run_1/final_clocks.png
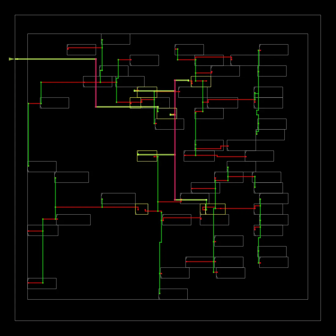
run_1/gate_families.png
Scale bar: 20 um.
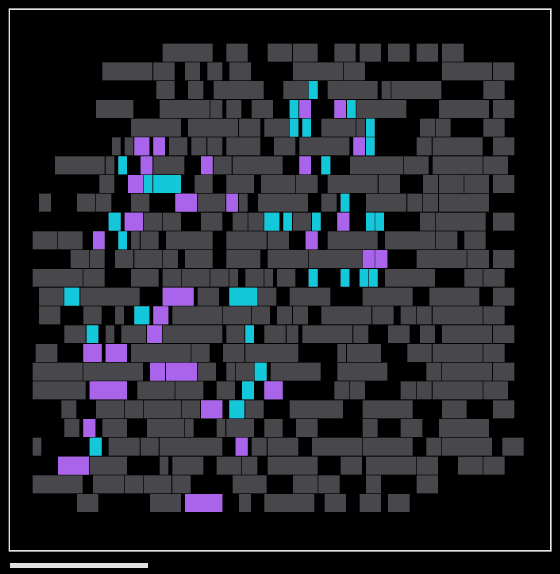
run_1/metal_stack.png
Only two layers are drawn.
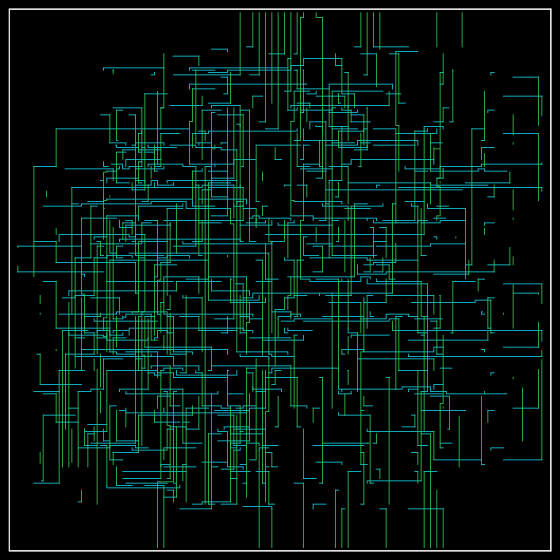
===== config.mk =====
export PLATFORM = sky130hd
export DESIGN_NAME = cpu_control_fsm_flat
export DESIGN_NICKNAME = d
export VERILOG_FILES = /design/src/rtl/cpu_isa_pkg.sv /design/src/rtl/cpu_control_fsm_if.sv /design/src/rtl/cpu_control_fsm.sv /design/src/flat_wrapper.sv
export SDC_FILE = /design/constraint.sdc
export NUM_CORES = 1
export LEC_CHECK = 0
export CAP_MARGIN = 10
export CORE_MARGIN = 3
export CORE_UTILIZATION = 40
export DETAILED_ROUTE_END_ITERATION = 7
export PLACE_DENSITY_LB_ADDON = 0.1
export SETUP_SLACK_MARGIN = 0.02
export SLEW_MARGIN = 20
export SYNTH_ARGS = -nofsm -noshare
export SYNTH_HDL_FRONTEND = slang
export SYNTH_SLANG_ARGS = --single-unit

===== constraint.sdc =====
create_clock -name Clock -period 1.4 [get_ports Clock]
set_clock_uncertainty 0.1 [all_clocks]
set_input_delay 0.35 -clock Clock [delete_from_list [all_inputs] [get_ports Clock]]
set_output_delay 0.35 -clock Clock [all_outputs]
set_load 0.005 [all_outputs]

===== src/rtl/cpu_isa_pkg.sv =====
// Shared ISA definitions for the multi-cycle CPU control path: opcodes, ALU
// select codes, controller states and instruction-field helpers.
package cpu_isa_pkg;

  typedef enum logic [3:0] {
    OP_NOOP  = 4'h0,
    OP_STORE = 4'h1,
    OP_LOAD  = 4'h2,
    OP_ADD   = 4'h3,
    OP_SUB   = 4'h4,
    OP_HALT  = 4'h5,
    OP_AND   = 4'h6,
    OP_OR    = 4'h7,
    OP_XOR   = 4'h8,
    OP_SHL   = 4'h9,
    OP_SHR   = 4'hA,
    OP_JMP   = 4'hB,
    OP_BEQ   = 4'hC,
    OP_BNE   = 4'hD,
    OP_ILL_E = 4'hE,
    OP_ILL_F = 4'hF
  } opcode_e;

  localparam logic [3:0] ALU_NONE = 4'd0;
  localparam logic [3:0] ALU_ADD  = 4'd1;
  localparam logic [3:0] ALU_SUB  = 4'd2;
  localparam logic [3:0] ALU_AND  = 4'd3;
  localparam logic [3:0] ALU_OR   = 4'd4;
  localparam logic [3:0] ALU_XOR  = 4'd5;
  localparam logic [3:0] ALU_SHL  = 4'd7;
  localparam logic [3:0] ALU_SHR  = 4'd8;

  // Load wait counter is sized for the largest supported latency.
  localparam int CNT_W = $clog2(4);

  typedef enum logic [4:0] {
    S_INIT   = 5'd0,
    S_FETCH  = 5'd1,
    S_DECODE = 5'd2,
    S_EXEC   = 5'd3,
    S_LOAD_A = 5'd4,
    S_LOAD_W = 5'd5,
    S_LOAD_B = 5'd6,
    S_STORE  = 5'd7,
    S_JMP    = 5'd8,
    S_BR_CMP = 5'd9,
    S_BR_RES = 5'd10,
    S_NOOP   = 5'd11,
    S_HALT   = 5'd12,
    S_TRAP   = 5'd13
  } state_e;

  function automatic opcode_e ir_op(input logic [15:0] ir);
    return opcode_e'(ir[15:12]);
  endfunction

  function automatic logic [3:0] ir_ra(input logic [15:0] ir);
    return ir[11:8];
  endfunction

  function automatic logic [3:0] ir_rb(input logic [15:0] ir);
    return ir[7:4];
  endfunction

  function automatic logic [3:0] ir_rw(input logic [15:0] ir);
    return ir[3:0];
  endfunction

  function automatic logic [7:0] ir_ld_addr(input logic [15:0] ir);
    return ir[11:4];
  endfunction

  function automatic logic [7:0] ir_st_addr(input logic [15:0] ir);
    return ir[7:0];
  endfunction

  function automatic logic [3:0] alu_code(input opcode_e op);
    case (op)
      OP_ADD:  return ALU_ADD;
      OP_SUB:  return ALU_SUB;
      OP_AND:  return ALU_AND;
      OP_OR:   return ALU_OR;
      OP_XOR:  return ALU_XOR;
      OP_SHL:  return ALU_SHL;
      OP_SHR:  return ALU_SHR;
      default: return ALU_NONE;
    endcase
  endfunction

endpackage


===== src/rtl/cpu_control_fsm_if.sv =====
// Controller <-> datapath bundle. master = control FSM, slave = datapath side.
interface cpu_control_fsm_if #(
  parameter int PC_W      = 8,
  parameter int ALU_SEL_W = 4
);
  // No valid/ready pairs here: IR and ALU_Z are level inputs sampled in the
  // states that use them; Run is a level request honoured only while halted.
  logic [15:0]          IR;
  logic                 ALU_Z;
  logic                 Run;
  logic                 PC_CLR;
  logic                 PC_IC;
  logic                 PC_LD;
  logic                 PC_REL;
  logic [PC_W-1:0]      PC_D;
  logic [3:0]           PC_OFF;
  logic                 IR_LD;
  logic [7:0]           D_ADDR;
  logic                 D_WR;
  logic                 RF_S;
  logic                 RF_W_EN;
  logic [3:0]           RF_A_ADDR;
  logic [3:0]           RF_B_ADDR;
  logic [3:0]           RF_W_ADDR;
  logic [ALU_SEL_W-1:0] ALU_S;
  logic                 Halted;
  logic                 Illegal;
  logic [4:0]           state;

  modport master (
    input  IR, ALU_Z, Run,
    output PC_CLR, PC_IC, PC_LD, PC_REL, PC_D, PC_OFF, IR_LD, D_ADDR, D_WR,
           RF_S, RF_W_EN, RF_A_ADDR, RF_B_ADDR, RF_W_ADDR, ALU_S, Halted,
           Illegal, state
  );

  modport slave (
    output IR, ALU_Z, Run,
    input  PC_CLR, PC_IC, PC_LD, PC_REL, PC_D, PC_OFF, IR_LD, D_ADDR, D_WR,
           RF_S, RF_W_EN, RF_A_ADDR, RF_B_ADDR, RF_W_ADDR, ALU_S, Halted,
           Illegal, state
  );
endinterface


===== src/rtl/cpu_control_fsm.sv =====
// Multi-cycle control FSM for the 16-bit CPU. Each edge registers the outputs
// of the current state, so outputs appear one cycle after the state is entered.
module cpu_control_fsm
  import cpu_isa_pkg::*;
#(
  parameter int PC_W      = 8,
  parameter int LOAD_LAT  = 1,
  parameter int ALU_SEL_W = 4,
  parameter int BR_EN     = 1
) (
  input logic               Clock,
  input logic               Reset,
  cpu_control_fsm_if.master bus
);

  localparam logic [CNT_W-1:0] WAIT_INIT =
    (LOAD_LAT > 1) ? CNT_W'(LOAD_LAT - 2) : '0;

  state_e               state_q;
  logic [CNT_W-1:0]     wait_q;
  logic                 pc_clr_q, pc_ic_q, pc_ld_q, pc_rel_q;
  logic [PC_W-1:0]      pc_d_q;
  logic [3:0]           pc_off_q;
  logic                 ir_ld_q;
  logic [7:0]           d_addr_q;
  logic                 d_wr_q, rf_s_q, rf_w_en_q;
  logic [3:0]           rf_a_q, rf_b_q, rf_w_q;
  logic [ALU_SEL_W-1:0] alu_s_q;
  logic                 halted_q, illegal_q;

  always_ff @(posedge Clock) begin
    pc_clr_q  <= 1'b0;
    pc_ic_q   <= 1'b0;
    pc_ld_q   <= 1'b0;
    pc_rel_q  <= 1'b0;
    pc_d_q    <= '0;
    pc_off_q  <= '0;
    ir_ld_q   <= 1'b0;
    d_addr_q  <= '0;
    d_wr_q    <= 1'b0;
    rf_s_q    <= 1'b0;
    rf_w_en_q <= 1'b0;
    rf_a_q    <= '0;
    rf_b_q    <= '0;
    rf_w_q    <= '0;
    alu_s_q   <= '0;
    halted_q  <= 1'b0;
    illegal_q <= 1'b0;
    if (!Reset) begin
      state_q <= S_INIT;
      wait_q  <= '0;
    end else begin
      case (state_q)
        S_INIT: begin
          pc_clr_q <= 1'b1;
          state_q  <= S_FETCH;
        end
        S_FETCH: begin
          ir_ld_q <= 1'b1;
          state_q <= S_DECODE;
        end
        S_DECODE: begin
          pc_ic_q <= 1'b1;
          case (ir_op(bus.IR))
            OP_NOOP:  state_q <= S_NOOP;
            OP_STORE: state_q <= S_STORE;
            OP_LOAD:  state_q <= S_LOAD_A;
            OP_HALT:  state_q <= S_HALT;
            OP_ADD, OP_SUB, OP_AND, OP_OR, OP_XOR, OP_SHL, OP_SHR:
              state_q <= S_EXEC;
            OP_JMP:   state_q <= (BR_EN != 0) ? S_JMP : S_TRAP;
            OP_BEQ, OP_BNE:
              state_q <= (BR_EN != 0) ? S_BR_CMP : S_TRAP;
            default:  state_q <= S_TRAP;
          endcase
        end
        S_EXEC: begin
          rf_a_q    <= ir_ra(bus.IR);
          rf_b_q    <= ir_rb(bus.IR);
          rf_w_q    <= ir_rw(bus.IR);
          rf_w_en_q <= 1'b1;
          alu_s_q   <= ALU_SEL_W'(alu_code(ir_op(bus.IR)));
          state_q   <= S_FETCH;
        end
        S_LOAD_A, S_LOAD_W, S_LOAD_B: begin
          // Address and mux select stay stable for the whole memory access.
          d_addr_q <= ir_ld_addr(bus.IR);
          rf_s_q   <= 1'b1;
          rf_w_q   <= ir_rw(bus.IR);
          if (state_q == S_LOAD_A) begin
            wait_q  <= WAIT_INIT;
            state_q <= (LOAD_LAT > 1) ? S_LOAD_W : S_LOAD_B;
          end else if (state_q == S_LOAD_W) begin
            if (wait_q == '0) state_q <= S_LOAD_B;
            else              wait_q  <= wait_q - 1'b1;
          end else begin
            rf_w_en_q <= 1'b1;
            state_q   <= S_FETCH;
          end
        end
        S_STORE: begin
          d_addr_q <= ir_st_addr(bus.IR);
          rf_a_q   <= ir_ra(bus.IR);
          d_wr_q   <= 1'b1;
          state_q  <= S_FETCH;
        end
        S_JMP: begin
          pc_ld_q <= 1'b1;
          pc_d_q  <= bus.IR[PC_W-1:0];
          state_q <= S_FETCH;
        end
        S_BR_CMP: begin
          rf_a_q  <= ir_ra(bus.IR);
          rf_b_q  <= ir_rb(bus.IR);
          alu_s_q <= ALU_SEL_W'(ALU_SUB);
          state_q <= S_BR_RES;
        end
        S_BR_RES: begin
          // ALU_Z reflects the compare issued by BR_CMP during this cycle.
          if ((ir_op(bus.IR) == OP_BEQ) ? bus.ALU_Z : !bus.ALU_Z) begin
            pc_rel_q <= 1'b1;
            pc_off_q <= bus.IR[3:0];
          end
          state_q <= S_FETCH;
        end
        S_NOOP:  state_q <= S_FETCH;
        S_HALT: begin
          halted_q <= 1'b1;
          if (bus.Run) state_q <= S_FETCH;
        end
        S_TRAP: begin
          halted_q  <= 1'b1;
          illegal_q <= 1'b1;
        end
        default: state_q <= S_INIT;
      endcase
    end
  end

  assign bus.PC_CLR    = pc_clr_q;
  assign bus.PC_IC     = pc_ic_q;
  assign bus.PC_LD     = pc_ld_q;
  assign bus.PC_REL    = pc_rel_q;
  assign bus.PC_D      = pc_d_q;
  assign bus.PC_OFF    = pc_off_q;
  assign bus.IR_LD     = ir_ld_q;
  assign bus.D_ADDR    = d_addr_q;
  assign bus.D_WR      = d_wr_q;
  assign bus.RF_S      = rf_s_q;
  assign bus.RF_W_EN   = rf_w_en_q;
  assign bus.RF_A_ADDR = rf_a_q;
  assign bus.RF_B_ADDR = rf_b_q;
  assign bus.RF_W_ADDR = rf_w_q;
  assign bus.ALU_S     = alu_s_q;
  assign bus.Halted    = halted_q;
  assign bus.Illegal   = illegal_q;
  assign bus.state     = state_q;

endmodule


===== src/flat_wrapper.sv =====
// flat-port wrapper written by rule: the top's interface ports become plain ports
module cpu_control_fsm_flat import cpu_isa_pkg::*;
#(
  parameter int PC_W      = 8,
  parameter int LOAD_LAT  = 1,
  parameter int ALU_SEL_W = 4,
  parameter int BR_EN     = 1
)
  (Clock, Reset, bus_IR, bus_ALU_Z, bus_Run, bus_PC_CLR, bus_PC_IC, bus_PC_LD, bus_PC_REL, bus_PC_D, bus_PC_OFF, bus_IR_LD, bus_D_ADDR, bus_D_WR, bus_RF_S, bus_RF_W_EN, bus_RF_A_ADDR, bus_RF_B_ADDR, bus_RF_W_ADDR, bus_ALU_S, bus_Halted, bus_Illegal, bus_state);
  cpu_control_fsm_if #(.PC_W(PC_W), .ALU_SEL_W(ALU_SEL_W)) bus_i ();
  input logic Clock;
  input logic Reset;
  input wire logic [$bits(bus_i.IR)-1:0] bus_IR;
  input wire logic [$bits(bus_i.ALU_Z)-1:0] bus_ALU_Z;
  input wire logic [$bits(bus_i.Run)-1:0] bus_Run;
  output wire logic [$bits(bus_i.PC_CLR)-1:0] bus_PC_CLR;
  output wire logic [$bits(bus_i.PC_IC)-1:0] bus_PC_IC;
  output wire logic [$bits(bus_i.PC_LD)-1:0] bus_PC_LD;
  output wire logic [$bits(bus_i.PC_REL)-1:0] bus_PC_REL;
  output wire logic [$bits(bus_i.PC_D)-1:0] bus_PC_D;
  output wire logic [$bits(bus_i.PC_OFF)-1:0] bus_PC_OFF;
  output wire logic [$bits(bus_i.IR_LD)-1:0] bus_IR_LD;
  output wire logic [$bits(bus_i.D_ADDR)-1:0] bus_D_ADDR;
  output wire logic [$bits(bus_i.D_WR)-1:0] bus_D_WR;
  output wire logic [$bits(bus_i.RF_S)-1:0] bus_RF_S;
  output wire logic [$bits(bus_i.RF_W_EN)-1:0] bus_RF_W_EN;
  output wire logic [$bits(bus_i.RF_A_ADDR)-1:0] bus_RF_A_ADDR;
  output wire logic [$bits(bus_i.RF_B_ADDR)-1:0] bus_RF_B_ADDR;
  output wire logic [$bits(bus_i.RF_W_ADDR)-1:0] bus_RF_W_ADDR;
  output wire logic [$bits(bus_i.ALU_S)-1:0] bus_ALU_S;
  output wire logic [$bits(bus_i.Halted)-1:0] bus_Halted;
  output wire logic [$bits(bus_i.Illegal)-1:0] bus_Illegal;
  output wire logic [$bits(bus_i.state)-1:0] bus_state;
  assign bus_i.IR = bus_IR;
  assign bus_i.ALU_Z = bus_ALU_Z;
  assign bus_i.Run = bus_Run;
  assign bus_PC_CLR = bus_i.PC_CLR;
  assign bus_PC_IC = bus_i.PC_IC;
  assign bus_PC_LD = bus_i.PC_LD;
  assign bus_PC_REL = bus_i.PC_REL;
  assign bus_PC_D = bus_i.PC_D;
  assign bus_PC_OFF = bus_i.PC_OFF;
  assign bus_IR_LD = bus_i.IR_LD;
  assign bus_D_ADDR = bus_i.D_ADDR;
  assign bus_D_WR = bus_i.D_WR;
  assign bus_RF_S = bus_i.RF_S;
  assign bus_RF_W_EN = bus_i.RF_W_EN;
  assign bus_RF_A_ADDR = bus_i.RF_A_ADDR;
  assign bus_RF_B_ADDR = bus_i.RF_B_ADDR;
  assign bus_RF_W_ADDR = bus_i.RF_W_ADDR;
  assign bus_ALU_S = bus_i.ALU_S;
  assign bus_Halted = bus_i.Halted;
  assign bus_Illegal = bus_i.Illegal;
  assign bus_state = bus_i.state;
  cpu_control_fsm #(.PC_W(PC_W), .LOAD_LAT(LOAD_LAT), .ALU_SEL_W(ALU_SEL_W), .BR_EN(BR_EN)) u_core (.Clock(Clock), .Reset(Reset), .bus(bus_i));
endmodule

==> impl_metrics.tcl, run 1 <==
# metrics dict for downstream scripts
set metrics [dict create \
    outcome "finished, violations left" \
    violations "negative setup slack" \
    period_used_pct 104 \
    grt-busiest-layer "met2" \
    fillers 391 \
    drive_above_1_share_pct 29.5 \
    cts_tree "yes" \
    setup_ws_ps -51.0 \
    critPathLaunch "u_core.bus.state[0]$_SDFFE_PN0P_" \
    clock_area_share_pct 2.68 \
    htreeDepth 2 \
    required_ps 950 \
    yosysWarnings 0 \
    crit_cells 3 \
    die_h_um 78.3 \
    grt_pass1_vias 1738 \
    finalSetupViolations 6 \
    drc 0 \
    tap_cells 67 \
    finalHoldViolCount 0 \
    highest_layer "met4" \
    fin_area_sq_mm 0.00332 \
    crit_family "flip-flops" \
    seq_share_pct 31.8 \
    ff2ff_setup_slack_ps -30 \
    pre_cts_slack_ps -619 \
    ir_worst_vdd_mv 0.523 \
    combGateArea_sq_mm 0.00109 \
    p_clk_share_pct 26.5 \
    vias_per_cell 4.65 \
    dpl.hpwl_mm 3.74 \
    p_switching_mw 0.853 \
    setup-tns-final_ps -145 \
    warning_count 35 \
    grt_util_met1_pct 20.9 \
    first_iter_violations 91 \
    flop_area_sq_mm 0.00106 \
    edf_count 0 \
    period_needed_ps 1450 \
    post-place-cells 369 \
    clock_path_buffers 2 \
    n_all_buffers 108 \
    async_reset_ff_share_pct 0 \
    nets 347 \
    hold_buffers 0 \
    clk_pin_slew_ps 90 \
    path_class "register to output port" \
    crit_arrival_ps 1000 \
    grt_pass1_wl_mm 8.38 \
    power.internal_mw 2.30 \
    yosysTopAreaCellShare_pct 49.9 \
    cp_max_fo 2 \
    cp-start-kind "register" \
    rsz0062_at_grt "true" \
    num_io_pins 71 \
    synth_cell_types 42 \
    flops 52 \
    rows 25 \
    diodes 0 \
    buffer_area_share_pct 29.3 \
    numSynthFlops 52 \
    p_seq_share_pct 49.2 \
    antenna_found_initial 0 \
    slowest_stage "dfxtp_4" \
    holdPathStages 2 \
    gp_congestion 0.807 \
    rr_worst_depth 6 \
    fp.dieW_um 78.3 \
    max_freq_mhz 689 \
    largest_area_cell "dfxtp_1" \
    final_cell_mix "48 x dlygate4sd2_1, 46 x dfxtp_1, 29 x buf_4" \
    syn_inst 212 \
    r2r_start "u_core.bus.state[3]$_SDFFE_PN0P_" \
    timing.rr.end "u_core.wait_q[0]$_SDFFE_PN0P_" \
]
Back to the opening pictures, final_clocks.png:
Latency at later pin: 300 ps
clkbuf count: 6
CTS buffer count: 5
Clock net power: 0.836 mW

Back to the opening pictures, gate_families.png:
Purple marks inverting AOI/OAI gates, cells 31, most used a21oi_1. Cyan marks NAND gates, cells 32, most used nand2_1.
fin cells: 386
fraction of area in multi-input gates: 32.9%
most common logic cell in the routed design: dlygate4sd2_1

Back to the opening pictures, metal_stack.png:
Cyan marks met1, wire length 2280 um. Green marks met2, wire length 2580 um.
Routed Wire Length: 5.20 mm
total number of vias: 1796
WL per Instance: 13.5 um
GR Util All Layers: 17.2%

run 1: flip-flops by register name, indices dropped and copies added (netlist names), 2 cells and up:
signal,flops
u_core.bus.D_ADDR,8
u_core.bus.PC_D,8
u_core.bus.ALU_S,4
u_core.bus.PC_OFF,4
u_core.bus.RF_A_ADDR,4
u_core.bus.RF_B_ADDR,4
u_core.bus.RF_W_ADDR,4
u_core.bus.state,4
u_core.wait_q,2
run 1: cell families after synthesis:
kind of cell	after synthesis	share of synthesized area (%)
AND/OR/NAND/NOR	93	26.7
flip-flops	52	49.9
AND-OR/OR-AND	32	9.35
buffers and inverters	17	4.55
adder cells (fa/ha/maj)	9	5.39
multiplexers	5	2.70
XOR/XNOR	3	1.26
other	1	0.180
run 1: timing repair:
action                                  in CTS  in global routing
endpoints found under the setup margin      86                 48
setup buffers                                7                  2
cloned                                       1                  0
resized                                     86                 26
pin swaps                                   15                 15
run 1: synthesized netlist by cell type, drive strengths merged, types with 3 or more instances:
cell	number
a21oi	13
a22oi	3
and2	27
and3	3
buf	10
dfxtp	52
ha	9
inv	7
mux2i	3
nand2	25
nand3	5
nor2	11
nor2b	8
nor3	4
nor4	3
o21ai	4
o22ai	3
xnor2	3
run 1: power by group through the flow:
| stage | registers (mW) | clock network (mW) | logic [mW] |
|---|---|---|---|
| 2_1_floorplan | 1.60 | 0 | 0.283 |
| 3_3_place_gp | 1.59 | 0 | 0.646 |
| 3_5_place_dp | 1.59 | 0 | 0.647 |
| 4_1_cts | 1.55 | 0.865 | 0.703 |
| 5_1_grt | 1.55 | 0.943 | 0.827 |
| 6_report | 1.55 | 0.836 | 0.765 |
--- run 2 (diff from run 1) ---
GPL_ROUTABILITY_DRIVEN = 1   (was not set)
run_2/pins.png
Pins as bars across the die edge, other pins in gray.
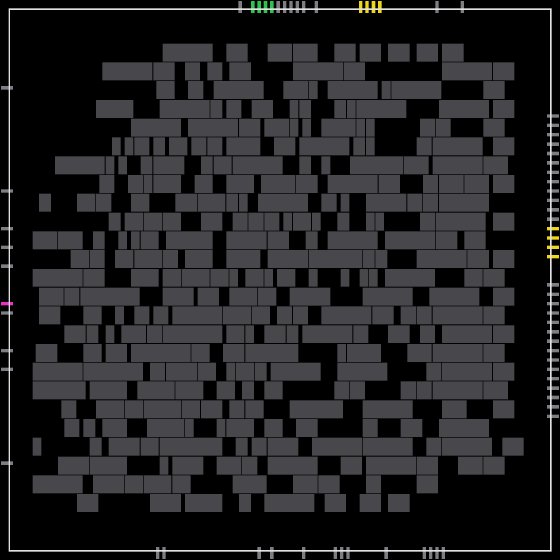
Magenta marks bus_Run, pins 1, direction input, edge left. Yellow marks bus_D_ADDR, pins 8, direction output, edge 4 right, 4 top. Green marks bus_RF_A_ADDR, pins 4, direction output, edge top.
All pins by edge: 31 right, 17 top, 13 bottom, 10 left.
Die Height: 78.3 um
die width: 78.3 um
I/O Buffers: 69

run_2/final_clocks.png
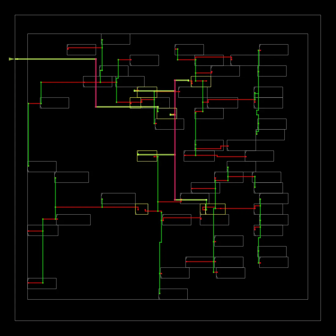
Clock Sinks: 52
flop count: 52

run_2/gate_families.png
Scale bar: 20 um.
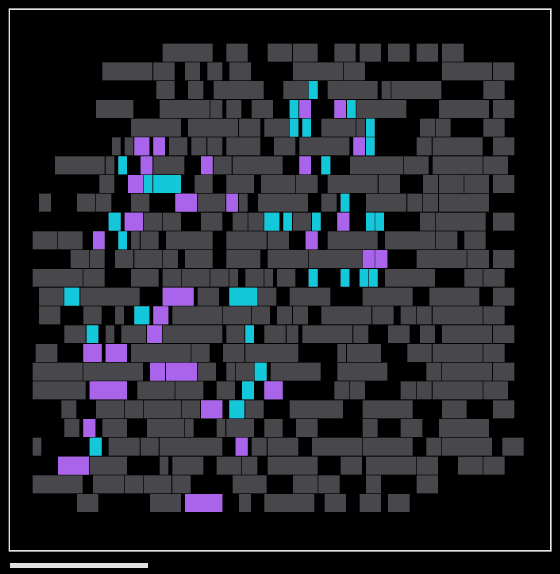
Purple marks inverting AOI/OAI gates, cells 31, most used a21oi_1. Cyan marks NAND gates, cells 32, most used nand2_1.

==> run 2 against run 1 <==
  * Cell count did not move
  * Clock power hardly changed
  * Register-to-register slack barely moved
  * Critical path type unchanged
  * Cell area unchanged
  * Core utilization did not move
  * The flow still finishes with violations (negative setup slack)
  * Critical path depth unchanged
  * Worst setup slack stayed put
  * Total power is the same
  * Sequential power hardly changed
  * Via count stayed put
  * Sequential share of layout area unchanged
  * Largest cell class unchanged
  * Global-route usage did not move
==> impl_metrics.tcl, run 2 <==
# metrics dict for downstream scripts
set metrics [dict create \
    path_class "register to output port" \
    violations "negative setup slack" \
    p_switching_mw 0.853 \
    cts_made_buffers 5 \
    htreeDepth 2 \
    grt.total_usage_pct 17.2 \
    wirelength_mm 5.20 \
    grt_pass1_wl_mm 8.38 \
    cpPeakStageDelay_ps 350 \
    critPathCaptureType "output port" \
    num_io_pins 71 \
    clock_path_buffers 2 \
    worst-path-buf-inv 3 \
    rsz0062_at_grt "true" \
    vias_per_cell 4.65 \
    clkLatencyLatePin_ps 300 \
    max_freq_mhz 689 \
    async_reset_ff_share_pct 0 \
    cts_resized 86 \
    crit_family "flip-flops" \
    setup_ws_ps -51.0 \
    fin_area_sq_mm 0.00332 \
    highest_layer "met4" \
    gp_congestion 0.807 \
    flop_area_sq_mm 0.00106 \
    period_used_pct 104 \
    finalHoldViolCount 0 \
    crit_arrival_ps 1000 \
    common_cells "52 x dfxtp_1, 27 x and2_1, 24 x nand2_1, 13 x a21oi_1, 10 x nor2_1" \
    synth.area.top_cells "dfxtp_1 50%, and2_1 8.1%, ha_1 5.4%" \
    drc 0 \
    hold_slack_ps 430 \
    yosysWarnings 0 \
    avgRoutedWirePerCell_um 13.5 \
    first_iter_violations 91 \
    edf_count 0 \
    post-place-cells 369 \
    final_common_cell "dlygate4sd2_1" \
    diodes 0 \
    rows 25 \
    finish.utilization_pct 68.0 \
    finalSetupViolations 6 \
    largest_area_cell "dfxtp_1" \
    combGateArea_sq_mm 0.00109 \
    postCtsSetupBuffers 7 \
    setup-tns-final_ps -145 \
    cp_max_fo 2 \
    synth_cell_types 42 \
    ir_worst_vdd_mv 0.523 \
    required_ps 950 \
    final_cell_mix "48 x dlygate4sd2_1, 46 x dfxtp_1, 29 x buf_4" \
    slowest_stage "dfxtp_4" \
    power.internal_mw 2.30 \
    clk_pin_slew_ps 90 \
    nets 347 \
    grt_pass1_vias 1738 \
    antenna_found_initial 0 \
    cp-start-kind "register" \
    cts_tree "yes" \
    outcome "finished, violations left" \
    vias 1796 \
    dr.pass1.iters 4 \
    fillers 391 \
    pre_cts_slack_ps -619 \
    final_cells 386 \
    drive_above_1_share_pct 29.5 \
    p_clk_share_pct 26.5 \
    warning_count 35 \
    p_seq_share_pct 49.2 \
    dpl.hpwl_mm 3.74 \
    netSwitchingFraction_pct 27.1 \
    wl_met2_mm 2.58 \
    yosysMostFrequentCell "dfxtp_1" \
    yosysTopAreaCellShare_pct 49.9 \
    hold_buffers 0 \
    syn_inst 212 \
    numSynthFlops 52 \
    fp_nets 241 \
    initial_utilization_pct 42.8 \
    period_needed_ps 1450 \
]
## run 2: cell counts after synthesis
No cell type changed its count.
## run 2: cells by family after synthesis
kind of cell               share of synthesized area, %
AOI/OAI and AO/OA                                  9.35
muxes                                              2.70
and+or+nand+nor                                    26.7
adders and majority gates                          5.39
DFF                                                49.9
buffers and inverters                              4.55
xor gates and xnor gates                           1.26
other                                             0.180
## run 2: power groups by stage
| stage | clock network, mW | registers (mW) | logic, mW |
|---|---|---|---|
| final | 0.836 | 1.55 | 0.765 |
| after global routing | 0.943 | 1.55 | 0.827 |
| after detailed placement | 0 | 1.59 | 0.647 |
| after floorplan | 0 | 1.60 | 0.283 |
| after global placement | 0 | 1.59 | 0.646 |
| after CTS | 0.865 | 1.55 | 0.703 |
## run 2: layout make-up
| class | count | area share, % |
|---|---|---|
| clock buffer | 6 | 2.19 |
| multi-input combinational | 144 | 32.9 |
| inverter | 7 | 0.792 |
| timing repair buffer | 108 | 29.3 |
| sequential | 52 | 31.8 |
| tap | 67 | 2.53 |
| clock inverter | 2 | 0.490 |
## run 2: final timing paths
path / from / endpoint / slack [ps] / cells after the start
worst min register to register: u_core.wait_q[0]$_SDFFE_PN0P_ / u_core.wait_q[0]$_SDFFE_PN0P_ / 430 / 2
worst max register to register: u_core.bus.state[3]$_SDFFE_PN0P_ / u_core.wait_q[0]$_SDFFE_PN0P_ / -30 / 6
worst max-delay path: u_core.bus.state[0]$_SDFFE_PN0P_ / bus_state[0] / -50 / 3
worst min-delay path: u_core.wait_q[0]$_SDFFE_PN0P_ / u_core.wait_q[0]$_SDFFE_PN0P_ / 430 / 2
## run 2: layer usage
layer / up-vias / GRT usage [%]
met1: 819 / 20.9
met2: 51 / 30.5
met5: - / 0
li1: 917 / -
met3: 9 / 4.47
met4: 0 / 3.67
--- run 3 (diff from run 2) ---
CAP_MARGIN = not set   (was 10)
run_3/gate_families.png
Scale bar: 20 um.
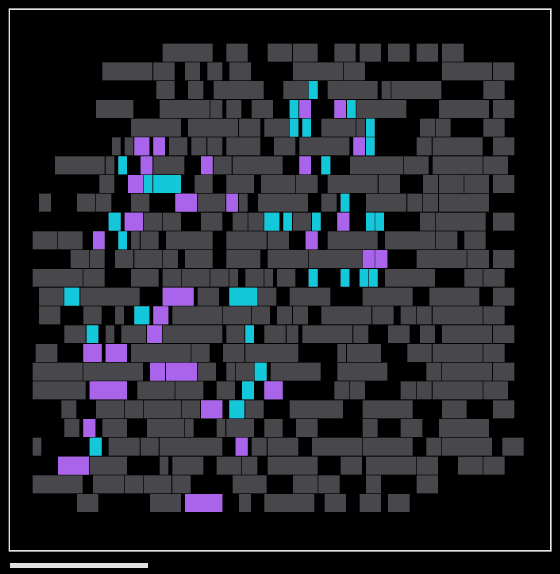
Purple marks inverting AOI/OAI gates, cells 31, most used a21oi_1. Cyan marks NAND gates, cells 32, most used nand2_1.

run_3/metal_stack.png
Only two layers are drawn.
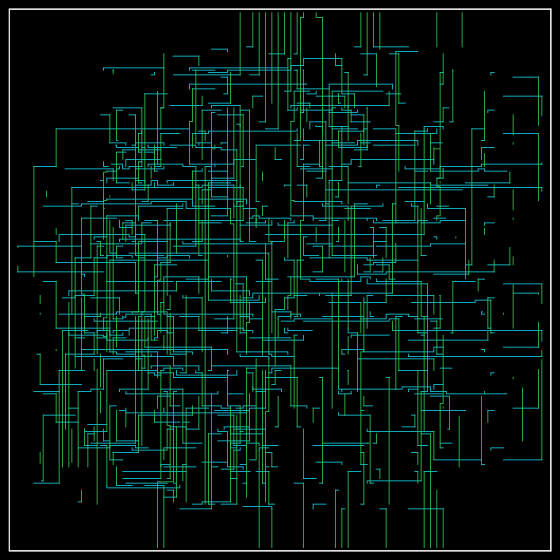

run_3/pins.png
Pins as bars across the die edge, other pins in gray.
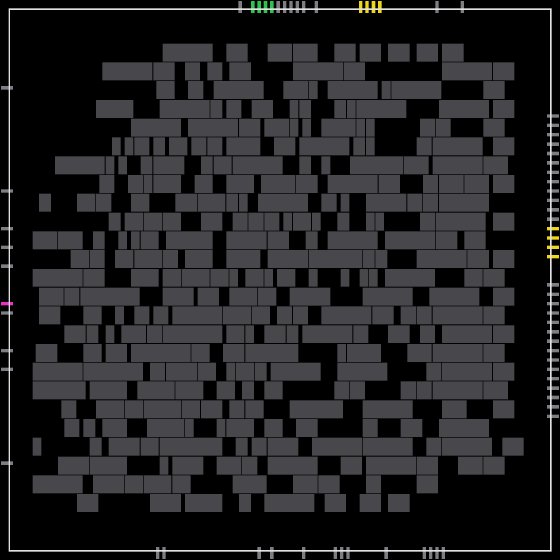
Yellow marks bus_D_ADDR, pins 8, direction output, edge 4 right, 4 top. Magenta marks bus_Run, pins 1, direction input, edge left. Green marks bus_RF_A_ADDR, pins 4, direction output, edge top.
All pins by edge: 31 right, 17 top, 13 bottom, 10 left.

==> run 3 against run 2 <==
  * Worst hold slack unchanged
  * Worst setup slack did not move
  * Cell area is the same
  * Clock power is essentially flat
  * Critical path type unchanged
  * The run still ends with negative setup slack left
  * Non-clock buffer count unchanged
  * Cell count unchanged
  * Critical path depth unchanged
  * Flip-flop count stayed put
  * Register-to-register slack about the same
  * Combinational power hardly changed
==> impl_metrics.tcl, run 3 <==
# metrics dict for downstream scripts
set metrics [dict create \
    cts_made_buffers 5 \
    setup_ws_ps -51.0 \
    finalHoldViolCount 0 \
    vias_per_cell 4.65 \
    edf_count 0 \
    critPathLaunch "u_core.bus.state[0]$_SDFFE_PN0P_" \
    endpoint "bus_state[0]" \
    syn_inst 212 \
    grt_pass1_vias 1738 \
    yosysMostFrequentCell "dfxtp_1" \
    ys_sh_mux_pct 2.70 \
    violations "negative setup slack" \
    period_needed_ps 1450 \
    netSwitchingFraction_pct 27.1 \
    power.internal_mw 2.30 \
    slowest_stage "dfxtp_4" \
    finalSetupViolations 6 \
    final_cells 386 \
    pre_cts_slack_ps -619 \
    htreeDepth 2 \
    grt.total_usage_pct 17.2 \
    path_class "register to output port" \
    gp_congestion 0.807 \
    hold_slack_ps 430 \
    outcome "finished, violations left" \
    common_cells "52 x dfxtp_1, 27 x and2_1, 24 x nand2_1, 13 x a21oi_1, 10 x nor2_1" \
    synth_cell_types 42 \
    max_freq_mhz 689 \
    timing.rr.end "u_core.wait_q[0]$_SDFFE_PN0P_" \
    cpPeakStageDelay_ps 350 \
    io_buffer_count 69 \
    fp.dieW_um 78.3 \
    rr_worst_depth 6 \
    avgRoutedWirePerCell_um 13.5 \
    ys_top_logic_family "simple AND/OR/NAND/NOR gates" \
    final_common_cell "dlygate4sd2_1" \
    numSynthFlops 52 \
    ys_sh_xor_pct 1.26 \
    cts_sinks 52 \
    powerSeq_mw 1.55 \
    clkLatencyLatePin_ps 300 \
    worst-path-buf-inv 3 \
    clk_pin_slew_ps 90 \
    final_cell_mix "48 x dlygate4sd2_1, 46 x dfxtp_1, 29 x buf_4" \
    vias 1796 \
]
## run 3: area by class of cell
class,instances,area (sq um),area share [%]
clock inverter,2,16.3,0.490
tap,67,83.8,2.53
timing repair buffer,108,973,29.3
multi-input combinational,144,1090,32.9
sequential,52,1060,31.8
clock buffer,6,72.6,2.19
inverter,7,26.3,0.792
## run 3: routing by layer
layer  GRT usage, %  wire (um)  up-vias
met5              0          0        -
met4           3.67         60        0
met3           4.47        278        9
met2           30.5       2580       51
met1           20.9       2280      819
li1               -          -      917
## run 3: how the worst min path moves through the flow
stage          cells past startpoint                             to  slack, ps
2_1_floorplan                      1  u_core.bus.PC_D[0]$_SDFF_PN0_        370
3_3_place_gp                       2  u_core.wait_q[0]$_SDFFE_PN0P_        400
3_5_place_dp                       2  u_core.wait_q[0]$_SDFFE_PN0P_        410
4_1_cts                            2  u_core.wait_q[0]$_SDFFE_PN0P_        430
5_1_grt                            2  u_core.wait_q[0]$_SDFFE_PN0P_        450
6_report                           2  u_core.wait_q[0]$_SDFFE_PN0P_        430
## run 3: repair_timing
action / 4_1_cts / 5_1_grt
endpoints found under the setup margin: 86 / 48
cloned: 1 / 0
gates resized: 86 / 26
pin swaps: 15 / 15
hold buffers: 0 / 0
buffers inserted: 7 / 2
## run 3: cells by family after synthesis
kind of cell / count (synthesis)
AND-OR/OR-AND: 32
other: 1
buffers and inverters: 17
AND/OR/NAND/NOR: 93
adder cells (fa/ha/maj): 9
XOR/XNOR: 3
multiplexers: 5
flip-flops: 52
## run 3: worst min-delay path: cells and delay by family (launching register included)
family,cells,cell delay (ps)
DFF,1,350
and+or+nand+nor,1,70
AOI/OAI and AO/OA,1,70
No activity file was given, so power comes from the tool's default toggle rates.
